==> src/rtl/sd_host_pkg.sv <==
// Shared definitions for the SD host transfer sequencer:
// FSM state encoding, error codes and the CMD12 index.
package sd_host_pkg;

    localparam logic [3:0] ST_IDLE         = 4'd0;
    localparam logic [3:0] ST_CMD_ISSUE    = 4'd1;
    localparam logic [3:0] ST_CMD_WAIT     = 4'd2;
    localparam logic [3:0] ST_DAT_WAIT_BUF = 4'd3;
    localparam logic [3:0] ST_DAT_XFER     = 4'd4;
    localparam logic [3:0] ST_GAP_STOP     = 4'd5;
    localparam logic [3:0] ST_ACMD_ISSUE   = 4'd6;
    localparam logic [3:0] ST_ACMD_WAIT    = 4'd7;
    localparam logic [3:0] ST_ERROR        = 4'd8;

    localparam logic [1:0] ERR_NONE        = 2'b00;
    localparam logic [1:0] ERR_CMD_TIMEOUT = 2'b01;
    localparam logic [1:0] ERR_CMD         = 2'b10;
    localparam logic [1:0] ERR_DATA        = 2'b11;

    localparam logic [5:0] CMD12_INDEX = 6'd12;

    typedef struct packed {
        logic has_data;
        logic multi;
        logic cnt_en;
        logic read;
    } xfer_mode_t;

    // States in which the data lines are owned by this transfer.
    function automatic logic is_dat_state(input logic [3:0] s);
        return (s == ST_DAT_WAIT_BUF) || (s == ST_DAT_XFER) ||
               (s == ST_GAP_STOP) || (s == ST_ACMD_ISSUE) ||
               (s == ST_ACMD_WAIT);
    endfunction

endpackage

==> src/rtl/transfer_sequencer_timeout.sv <==
// Clearable saturating response-timeout counter used by the
// transfer sequencer; expired stays high once the count is all ones.
module seq_timeout_cnt #(
    parameter int TIMEOUT_W = 16
) (
    input  logic CLK,
    input  logic RESET,
    input  logic clear,
    input  logic en,
    output logic expired
);

    logic [TIMEOUT_W-1:0] cnt;

    assign expired = &cnt;

    always_ff @(posedge CLK or negedge RESET) begin
        if (!RESET) begin
            cnt <= '0;
        end else if (clear) begin
            cnt <= '0;
        end else if (en && !expired) begin
            cnt <= cnt + 1'b1;
        end
    end

endmodule

==> src/rtl/transfer_sequencer.sv <==
// SD transaction sequencer: command, response wait, block-by-block data.
// Optional TRANSFER_SEQ_AUTO_CMD12_EN adds an automatic CMD12 after multi-block.
import sd_host_pkg::*;

module transfer_sequencer #(
    parameter int BLK_CNT_W  = 16,
    parameter int BLK_SIZE_W = 12,
    parameter int TIMEOUT_W  = 16
) (
    input  logic                  CLK,
    input  logic                  RESET,
    input  logic                  start,
    input  logic [5:0]            cmd_index,
    input  logic                  cmd_has_data,
    input  logic                  tm_multi,
    input  logic                  tm_cnt_en,
    input  logic                  tm_read,
    input  logic [BLK_CNT_W-1:0]  block_count,
    input  logic [BLK_SIZE_W-1:0] block_size,
    input  logic                  stop_at_gap,
    input  logic                  continue_req,
    input  logic                  abort,
    input  logic                  error_clear,
    input  logic                  cmd_done,
    input  logic                  cmd_error,
    input  logic                  buf_ready,
    input  logic                  dat_block_done,
    input  logic                  dat_error,
    output logic                  cmd_start,
    output logic [5:0]            cmd_index_out,
    output logic                  dat_start,
    output logic                  dat_read,
    output logic [BLK_SIZE_W-1:0] dat_block_size,
    output logic                  cmd_inhibit,
    output logic                  dat_inhibit,
    output logic [BLK_CNT_W-1:0]  blocks_remaining,
    output logic                  cmd_complete_irq,
    output logic                  xfer_complete_irq,
    output logic                  block_gap_irq,
    output logic                  error_irq,
    output logic [1:0]            err_code
);

    localparam logic [BLK_CNT_W-1:0] ONE_BLK = 1;

    logic [3:0]            state_q, state_d;
    xfer_mode_t            mode_q, mode_d;
    logic [BLK_CNT_W-1:0]  count_d;
    logic [1:0]            err_d;
    logic [5:0]            idx_d;
    logic [BLK_SIZE_W-1:0] bsize_d;
    logic                  dphase_q, dphase_d;
    logic                  cs_d, ds_d, cc_d, xc_d, gap_d, eirq_d;
    logic                  blk_last;
    logic                  tmo_clear, tmo_en, tmo_expired;

    assign dat_read = mode_q.read;

    // Single-block transfers always end after one block.
    assign blk_last = !mode_q.multi ||
                      (mode_q.cnt_en && blocks_remaining <= ONE_BLK);

    assign tmo_clear = (state_q == ST_CMD_ISSUE) ||
                       (state_q == ST_ACMD_ISSUE);
    assign tmo_en    = (state_q == ST_CMD_WAIT) ||
                       (state_q == ST_ACMD_WAIT);

    seq_timeout_cnt #(
        .TIMEOUT_W (TIMEOUT_W)
    ) u_tmo (
        .CLK     (CLK),
        .RESET   (RESET),
        .clear   (tmo_clear),
        .en      (tmo_en),
        .expired (tmo_expired)
    );

    always_comb begin
        state_d  = state_q;
        mode_d   = mode_q;
        count_d  = blocks_remaining;
        err_d    = err_code;
        idx_d    = cmd_index_out;
        bsize_d  = dat_block_size;
        dphase_d = dphase_q;
        cs_d     = 1'b0;
        ds_d     = 1'b0;
        cc_d     = 1'b0;
        xc_d     = 1'b0;
        gap_d    = 1'b0;
        eirq_d   = 1'b0;
        if (abort && state_q != ST_IDLE) begin
            state_d  = ST_IDLE;
            err_d    = ERR_NONE;
            dphase_d = 1'b0;
        end else begin
            unique case (state_q)
                ST_IDLE: begin
                    if (start) begin
                        mode_d.has_data = cmd_has_data;
                        mode_d.multi    = tm_multi;
                        mode_d.cnt_en   = tm_cnt_en;
                        mode_d.read     = tm_read;
                        idx_d    = cmd_index;
                        bsize_d  = block_size;
                        count_d  = tm_multi ? block_count : ONE_BLK;
                        dphase_d = 1'b0;
                        state_d  = ST_CMD_ISSUE;
                    end
                end
                ST_CMD_ISSUE: begin
                    cs_d    = 1'b1;
                    state_d = ST_CMD_WAIT;
                end
                ST_CMD_WAIT: begin
                    if (cmd_error) begin
                        state_d = ST_ERROR;
                        err_d   = ERR_CMD;
                        eirq_d  = 1'b1;
                    end else if (cmd_done) begin
                        cc_d = 1'b1;
                        if (mode_q.has_data &&
                            (blocks_remaining != '0 ||
                             (!mode_q.cnt_en && mode_q.multi))) begin
                            state_d  = ST_DAT_WAIT_BUF;
                            dphase_d = 1'b1;
                        end else begin
                            state_d = ST_IDLE;
                            xc_d    = mode_q.has_data;
                        end
                    end else if (tmo_expired) begin
                        state_d = ST_ERROR;
                        err_d   = ERR_CMD_TIMEOUT;
                        eirq_d  = 1'b1;
                    end
                end
                ST_DAT_WAIT_BUF: begin
                    if (buf_ready) begin
                        ds_d    = 1'b1;
                        state_d = ST_DAT_XFER;
                    end
                end
                ST_DAT_XFER: begin
                    if (dat_error) begin
                        state_d = ST_ERROR;
                        err_d   = ERR_DATA;
                        eirq_d  = 1'b1;
                    end else if (dat_block_done) begin
                        if (mode_q.cnt_en && blocks_remaining != '0)
                            count_d = blocks_remaining - ONE_BLK;
                        if (blk_last) begin
`ifdef TRANSFER_SEQ_AUTO_CMD12_EN
                            if (mode_q.multi) begin
                                state_d = ST_ACMD_ISSUE;
                                idx_d   = CMD12_INDEX;
                            end else begin
                                state_d = ST_IDLE;
                                xc_d    = 1'b1;
                            end
`else
                            state_d = ST_IDLE;
                            xc_d    = 1'b1;
`endif
                        end else if (stop_at_gap) begin
                            state_d = ST_GAP_STOP;
                            gap_d   = 1'b1;
                        end else begin
                            state_d = ST_DAT_WAIT_BUF;
                        end
                    end
                end
                ST_GAP_STOP: begin
                    if (continue_req)
                        state_d = ST_DAT_WAIT_BUF;
                end
`ifdef TRANSFER_SEQ_AUTO_CMD12_EN
                ST_ACMD_ISSUE: begin
                    cs_d    = 1'b1;
                    state_d = ST_ACMD_WAIT;
                end
                ST_ACMD_WAIT: begin
                    if (cmd_error) begin
                        state_d = ST_ERROR;
                        err_d   = ERR_CMD;
                        eirq_d  = 1'b1;
                    end else if (cmd_done) begin
                        state_d = ST_IDLE;
                        xc_d    = 1'b1;
                    end else if (tmo_expired) begin
                        state_d = ST_ERROR;
                        err_d   = ERR_CMD_TIMEOUT;
                        eirq_d  = 1'b1;
                    end
                end
`endif
                ST_ERROR: begin
                    if (error_clear) begin
                        state_d  = ST_IDLE;
                        err_d    = ERR_NONE;
                        dphase_d = 1'b0;
                    end
                end
                default: begin
                    state_d = ST_IDLE;
                end
            endcase
        end
    end

    always_ff @(posedge CLK or negedge RESET) begin
        if (!RESET) begin
            state_q           <= ST_IDLE;
            mode_q            <= '0;
            blocks_remaining  <= '0;
            err_code          <= ERR_NONE;
            cmd_index_out     <= '0;
            dat_block_size    <= '0;
            dphase_q          <= 1'b0;
            cmd_start         <= 1'b0;
            dat_start         <= 1'b0;
            cmd_complete_irq  <= 1'b0;
            xfer_complete_irq <= 1'b0;
            block_gap_irq     <= 1'b0;
            error_irq         <= 1'b0;
            cmd_inhibit       <= 1'b0;
            dat_inhibit       <= 1'b0;
        end else begin
            state_q           <= state_d;
            mode_q            <= mode_d;
            blocks_remaining  <= count_d;
            err_code          <= err_d;
            cmd_index_out     <= idx_d;
            dat_block_size    <= bsize_d;
            dphase_q          <= dphase_d;
            cmd_start         <= cs_d;
            dat_start         <= ds_d;
            cmd_complete_irq  <= cc_d;
            xfer_complete_irq <= xc_d;
            block_gap_irq     <= gap_d;
            error_irq         <= eirq_d;
            cmd_inhibit       <= (state_d != ST_IDLE);
            dat_inhibit       <= is_dat_state(state_d) ||
                                 (state_d == ST_ERROR && dphase_d);
        end
    end

endmodule

==> config.mk <==
export PLATFORM = sky130hd
export DESIGN_NAME = transfer_sequencer
export DESIGN_NICKNAME = d
export VERILOG_FILES = /design/src/rtl/sd_host_pkg.sv /design/src/rtl/transfer_sequencer_timeout.sv /design/src/rtl/transfer_sequencer.sv
export SDC_FILE = /design/constraint.sdc
export NUM_CORES = 1
export LEC_CHECK = 0
export ABC_AREA = 1
export CELL_PAD_IN_SITES_DETAIL_PLACEMENT = 1
export CELL_PAD_IN_SITES_GLOBAL_PLACEMENT = 1
export CORE_MARGIN = 1
export CORE_UTILIZATION = 39
export CTS_CLUSTER_DIAMETER = 30
export DETAILED_ROUTE_END_ITERATION = 16
export GPL_TIMING_DRIVEN = 0
export PLACE_DENSITY = 0.95
export SLEW_MARGIN = 15
export SYNTH_ARGS = -nofsm -noshare
export SYNTH_HDL_FRONTEND = slang
export SYNTH_SLANG_ARGS = --single-unit
export TNS_END_PERCENT = 30
==> constraint.sdc <==
create_clock -name CLK -period 3.7 [get_ports CLK]
set_input_delay 0.74 -clock CLK [delete_from_list [all_inputs] [get_ports CLK]]
set_output_delay 0.74 -clock CLK [all_outputs]
set_load 0.005 [all_outputs]
Track usage over the die:
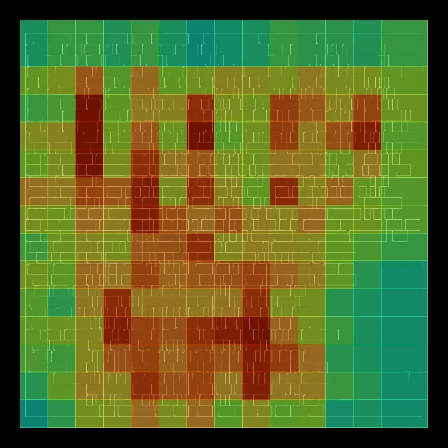
WL/cell: 17.2 µm
met1 usage: 29.6%

Sequential cells colored by netlist name:
Bar = 20 µm. Other sequential cells in the stronger gray, the rest of the logic in the fainter gray.
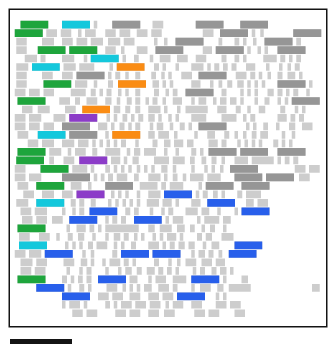
Key: blue = blocks_remaining [placed flops 16]; green = dat_block_size [placed flops 12]; orange = state_q [placed flops 4]; cyan = cmd_index_out [placed flops 6]; purple = mode_q [placed flops 3]
Another 28 sequential cells are not colored.

-- flip-flops by register name (all words and copies together), names as in the netlist, 2 cells and up --
name / flops
blocks_remaining: 16
u_tmo.cnt: 16
state_q: 4
cmd_index_out: 6
dat_block_size: 12
mode_q: 3
err_code: 2
-- final cells by class --
type,count,area (µm²)
multi-input combinational,317,1800
fill,1139,4220
inverter,63,244
tap,129,161
clock inverter,6,63.8
buffer,9,67.6
sequential,69,1730
clock buffer,10,128
timing repair buffer,95,958
-- kinds of logic after synthesis --
| kind of cell | after synthesis | synth area share, % |
|---|---|---|
| buf+inv | 72 | 8.11 |
| mux | 20 | 5.87 |
| simple gates | 200 | 25.1 |
| fa+ha+maj | 4 | 1.30 |
| flops | 69 | 45.0 |
| compound gates | 89 | 13.7 |
| xor+xnor | 4 | 0.912 |
-- routing by layer --
metal	vias to the layer above	share of wire, %	track usage, %
met2	110	53	46.4
met1	1853	40	29.6
met3	25	5.1	5.59
li1	1720	-	-
met5	-	0	0
met4	0	2.3	10.3
-- report_power, final --
group	internal (mW)	switching [mW]
combinational	0.837	0.942
clock	0.310	0.304
sequential	1.00	0.218
-- worst max-delay path by stage --
stage	start	endpoint	slack, ps	cells after the start
after floorplan	abort	blocks_remaining[5]	2090	7
after global placement	RESET	dat_block_size[9]	-540	1
after detailed placement	abort	blocks_remaining[1]	1310	9
after CTS	blocks_remaining[2]	blocks_remaining[2]	1570	1
after global routing	blocks_remaining[0]	blocks_remaining[14]	1500	10
final	blocks_remaining[12]	blocks_remaining[12]	1580	1
-- through the flow --
stage | hold slack, ps | total power [mW] | util (%) | cell area [µm²]
after floorplan | 444 | 2.17 | - | 3840
after global placement | 484 | 2.85 | 52.7 | 4940
after detailed placement | 495 | 2.99 | 52.9 | 4960
after CTS | 324 | 3.63 | 55.0 | 5150
after global routing | 334 | 3.86 | 55.0 | 5150
final | 313 | 3.61 | 55.0 | 5150
-- placed cells by master (no fill, tap or decap), drive strengths merged --
master,n
inv,62
clkbuf,11
a32o,2
o32ai,1
dfrtp,69
o22ai,4
clkinvlp,2
a21oi,24
a31oi,5
clkinv,4
o31ai,4
nand3,28
a32oi,1
bufinv,1
or2,1
nand3b,1
xor2,4
ha,4
nor3,11
nand4,6
nand2,95
mux2,20
nor2,58
a22oi,4
clkdlybuf4s50,93
buf,10
o21ai,44
==> impl_metrics.ini <==
; implementation run metrics
[worst_setup_path]
crit_type = flop to output pin
path_cells = clkdlybuf4s50_1
cpLargestDelayFamily = buffers and inverters
r2r_end = blocks_remaining[14]
reg2reg_setup_slack_ps = 1660
r2r_start = blocks_remaining[0]
critPathBufInv = 1
cp_slowest_stage_delay_ps = 550
slowest_stage = clkdlybuf4s50_1
cp_max_fo = 6

[cts]
cts_tree = built
cts.repair.resized = 0
cts.sinks = 69
htreeDepth = 3
clockRootBuffer = clkbuf_8
postCtsHoldBufs = 0
max-clock-path-buffers = 2

[synth]
ff_type = dfrtp_1
yosysUniqueCellTypes = 41
synth.most_common_cell = nand2_1
ys_ff = 69
synth_area_leader_cell = dfrtp_1
synthTopCellsByArea = dfrtp_1, nand2_1, mux2_2, inv_1, nor2_1
synth.top_cell.area_share_pct = 45.0
yosysSeqAreaShare_pct = 45.0
async_flop_share_pct = 100
syn_area_um2 = 3840
avgSynthCellArea_um2 = 8.38
edf_count = 0
syn-num-nets = 512
synthTopCellsByCount = nand2_1, dfrtp_1, inv_1, nor2_1, o21ai_0

[flow_run]
cap_violations = 0
warnings = 28

[detailed_routing]
num_vias = 3708
drc_errors = 0
dr.pass1.iters = 4
dr.first_iter.drc_count = 127
routed_wl_mm = 12.0

[placed_design]
placed_cells = 682
portBuffers = 94
dp_slack_ps = 1310
hpwl_mm = 9.11

[sta]
skew_ps = 13.5
worstMarginPinSlew_ps = 538
slew_violations = 0
rsz0062_at_grt = no
slew-limit-headroom_pct = 64.1
hold_viol = 0
fin_ws_ps = 1580
finalSetupViolations = 0
max_clock_freq_mhz = 472
finalCritPeriodShare_pct = 57.2

[die]
die-area_um2 = 10200
die_w_um = 101
num_rows = 35
core_um2 = 9370
fp_util_pct = 41.0
die_y_um = 101

[global_route]
antenna_found_initial = 0
first_global_vias = 4161
grt_use_total_pct = 25.7
grt_first_pass_wirelength_mm = 20.4

[status]
status = completed

[final_layout]
final_cells = 698
drive_above_1_share_pct = 15.5
num_antenna_cells = 0

[min_path]
hold_path_class = primary input to asynchronous set/reset pin

[power_and_ir_drop]
leakage_nw = 2.28
power-per-cell-area_nw_per_um2 = 701
ir_drop_mv = 0.367
Power figures rest on the tool's default switching activity, not on a simulated workload.
